==> src/rtl/gnor_vec.sv <==
// rtl/gnor_vec.sv - NIN-operand bitwise gate reduction through a two-stage valid/ready pipeline
module gnor_vec #(
  parameter int WIDTH = 8,
  parameter int NIN   = 2
) (
  input  logic                           clk,
  input  logic                           rst,
  input  logic                           in_valid,
  output logic                           in_ready,
  input  logic [NIN*WIDTH-1:0]           in_data,
  input  logic [2:0]                     in_mode,
  output logic                           out_valid,
  input  logic                           out_ready,
  output logic [WIDTH-1:0]               out_data,
  output logic [$clog2(WIDTH+1)-1:0]     out_ones,
  output logic                           out_err
);

  localparam int OW = $clog2(WIDTH + 1);

  logic                 s1_valid;
  logic [NIN*WIDTH-1:0] s1_data;
  logic [2:0]           s1_mode;
  logic                 s2_valid;
  logic [WIDTH-1:0]     s2_data;
  logic [OW-1:0]        s2_ones;
  logic                 s2_err;

  logic                 s1_to_s2;
  logic                 accept;
  logic [WIDTH-1:0]     red_or;
  logic [WIDTH-1:0]     red_and;
  logic [WIDTH-1:0]     red_xor;
  logic [WIDTH-1:0]     result;
  logic [OW-1:0]        ones;
  logic                 err;

  assign s1_to_s2 = s1_valid && (!s2_valid || out_ready);
  assign in_ready = !s1_valid || !s2_valid || out_ready;
  assign accept   = in_valid && in_ready;

  always_comb begin
    red_or  = '0;
    red_and = '1;
    red_xor = '0;
    for (int k = 0; k < NIN; k++) begin
      red_or  = red_or  | s1_data[k*WIDTH +: WIDTH];
      red_and = red_and & s1_data[k*WIDTH +: WIDTH];
      red_xor = red_xor ^ s1_data[k*WIDTH +: WIDTH];
    end
    err = 1'b0;
    case (s1_mode)
      3'd0:    result = ~red_or;
      3'd1:    result = red_or;
      3'd2:    result = ~red_and;
      3'd3:    result = red_and;
      3'd4:    result = red_xor;
      3'd5:    result = ~red_xor;
      default: begin
        result = '0;
        err    = 1'b1;
      end
    endcase
    ones = '0;
    for (int i = 0; i < WIDTH; i++) begin
      ones = ones + OW'(result[i]);
    end
  end

  always_ff @(posedge clk) begin
    if (rst) begin
      s1_valid <= 1'b0;
      s1_data  <= '0;
      s1_mode  <= '0;
    end else if (accept) begin
      s1_valid <= 1'b1;
      s1_data  <= in_data;
      s1_mode  <= in_mode;
    end else if (s1_to_s2) begin
      s1_valid <= 1'b0;
    end
  end

  // Result fields only change on a reload, so they hold steady through a stall.
  always_ff @(posedge clk) begin
    if (rst) begin
      s2_valid <= 1'b0;
      s2_data  <= '0;
      s2_ones  <= '0;
      s2_err   <= 1'b0;
    end else if (s1_to_s2) begin
      s2_valid <= 1'b1;
      s2_data  <= result;
      s2_ones  <= ones;
      s2_err   <= err;
    end else if (out_ready) begin
      s2_valid <= 1'b0;
    end
  end

  assign out_valid = s2_valid;
  assign out_data  = s2_data;
  assign out_ones  = s2_ones;
  assign out_err   = s2_err;

endmodule

==> config.mk <==
export PLATFORM = sky130hd
export DESIGN_NAME = gnor_vec
export DESIGN_NICKNAME = d
export VERILOG_FILES = /design/src/rtl/gnor_vec.sv
export SDC_FILE = /design/constraint.sdc
export NUM_CORES = 1
export LEC_CHECK = 0
export CORE_MARGIN = 1
export CORE_UTILIZATION = 29
export DETAILED_ROUTE_END_ITERATION = 8
export GPL_ROUTABILITY_DRIVEN = 0
export GPL_TIMING_DRIVEN = 0
export HOLD_SLACK_MARGIN = 0.03
export PLACE_DENSITY_LB_ADDON = 0.12
export SYNTH_ARGS = -nofsm -noshare
export SYNTH_HDL_FRONTEND = slang
export SYNTH_SLANG_ARGS = --single-unit
==> constraint.sdc <==
create_clock -name clk -period 10.96 [get_ports clk]
set_clock_uncertainty 0.2 [all_clocks]
set_input_delay 1.096 -clock clk [delete_from_list [all_inputs] [get_ports clk]]
set_output_delay 1.096 -clock clk [all_outputs]
set_load 0.05 [all_outputs]
### Signal metal coverage by tile

The die is cut into 17 by 17 equal tiles; black is low, pale yellow is high, scaled to the fullest tile. Values are wire area over tile area, all layers added.
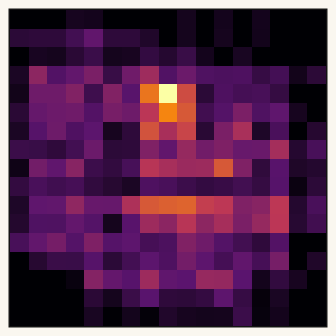
The densest ninth of the die: middle. The fullest tile reaches 0.47. 4.2% of the tiles are over half the peak. The emptiest ninth of the die: top right. The mean over all tiles is 0.090.

### A small window of the routed layout

Scale bar: 10 um. Region (30, 13) to (55, 38) um. Cells in grey, sequential cells in the stronger grey; small squares are vias.
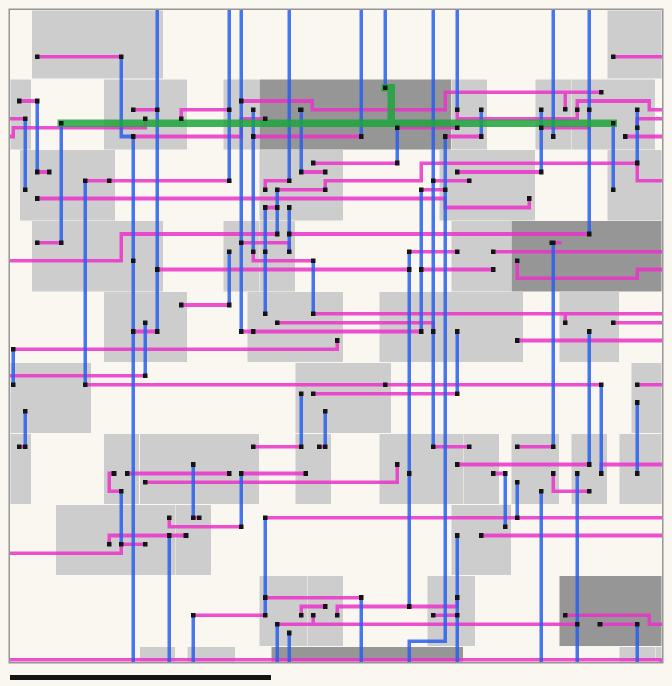
Key: met1 = magenta; met3 = green; met2 = blue
Netlist names of flops here include `s1_mode` (2), `out_data` (1). Sequential cells in the window: 3. Most frequent: nand2_1 (6), inv_1 (5), mux2i_1 (5). 37 logic cells have their middle in the window.

==> summary.txt <==
run results: Top cells excl fill/tap nand2_1, clkdlybuf4s50_1, dfxtp_1, inv_1, a21oi_1, Mapped Cells roughly 240, first-pass GRT wire length about 7400 um, Largest register FFs 16, worst hold endpoint out_ones[2]$_SDFFE_PP0P_, status finished clean, Tool Warnings 34, Final min period 3.94 ns, crit start category register, DRT iter0 DRCs 40, placed cells between 300 and 400, wire length per cell between 10 and 15 um, drc violations 0, Critical path destination out_ones[2]$_SDFFE_PP0P_, Simple-Gate Area Share around 17%, worst r2r dst out_ones[2]$_SDFFE_PP0P_, Fmax ~250 MHz, max incr delay on CP 0.53 ns, XOR/XNOR Area Share 3.94%, port bufs 36, combinational gate power between 100 and 150 uW, Main synth FF type dfxtp_1, post-route ant nets 0, pre-CTS WS between 7 and 8 ns, FF-to-FF path depth 16, Gate power share roughly 34%, Main logic family simple AND/OR/NAND/NOR gates, switch share about 33%, CTS sink count 34, crit-path cells inv_1 > ha_1 > mux2i_1 > mux2i_1 > nand2_1 > fa_1 > inv_1 > fa_1 > inv_1 > fa_1 > ha_1 > inv_1 > fa_1 > xnor2_1 > nand2_1 > a21oi_1, max-cap viol count 0, chip width ~85 um, power in the clock group approximately 110 uW, Top pwr grp sequential cells, Synth Cell Area between 2000 and 2500 sq um, Global Route Usage Sum a little over an eighth, grt total ovfl 0, area grow syn2layout 28.3%, initial antenna violation count 0, Total Power around 380 uW, clk latency late pin a little under 0.3 ns, slew margin rel. roughly 64%, WHS Path Cells 2, Core Box Area about 6500 sq um, Post-CTS Hold Fix Bufs 0
### Placed standard cells

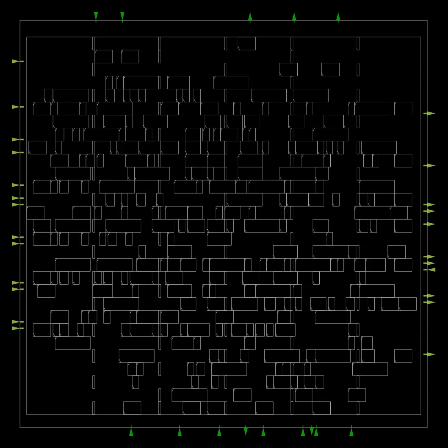
post-layout util: 39.5%
Well Taps: 77
non-filler cells, final: 365

### Gate-type map

Scale bar: 20 um.
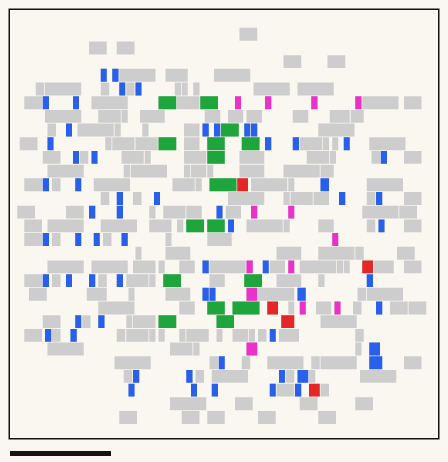
Key: AND and OR gates = red [cells 5, most used and2_1]; NAND gates = blue [cells 62, most used nand2_1]; multiplexers = green [cells 16, most used mux2i_1]; NOR gates = magenta [cells 13, most used nor2_1]

## final cells by class
class                           instances  area (sq um)
Fill cell                             700          3930
Multi-Input combinational cell        165          1120
Sequential cell                        34           681
Timing Repair Buffer                   36           360
Inverter                               32           120
Clock buffer                            8           110
Tap cell                               77          96.3
Buffer                                 13          82.6
## cells by family after synthesis
logic type / after synthesis
adder cells (fa/ha/maj): 23
multiplexers: 16
AND/OR/NAND/NOR: 80
buffers and inverters: 45
flip-flops: 34
AND-OR/OR-AND: 37
XOR/XNOR: 9
## metal layers
| metal | global-route usage [%] | share of wire (%) |
|---|---|---|
| met4 | 5.08 | 1.1 |
| met2 | 19.8 | 43 |
| met3 | 3.21 | 3.5 |
| met1 | 18.5 | 52 |
| met5 | 0 | 0 |
Power figures rest on the tool's default switching activity, not on a simulated workload.
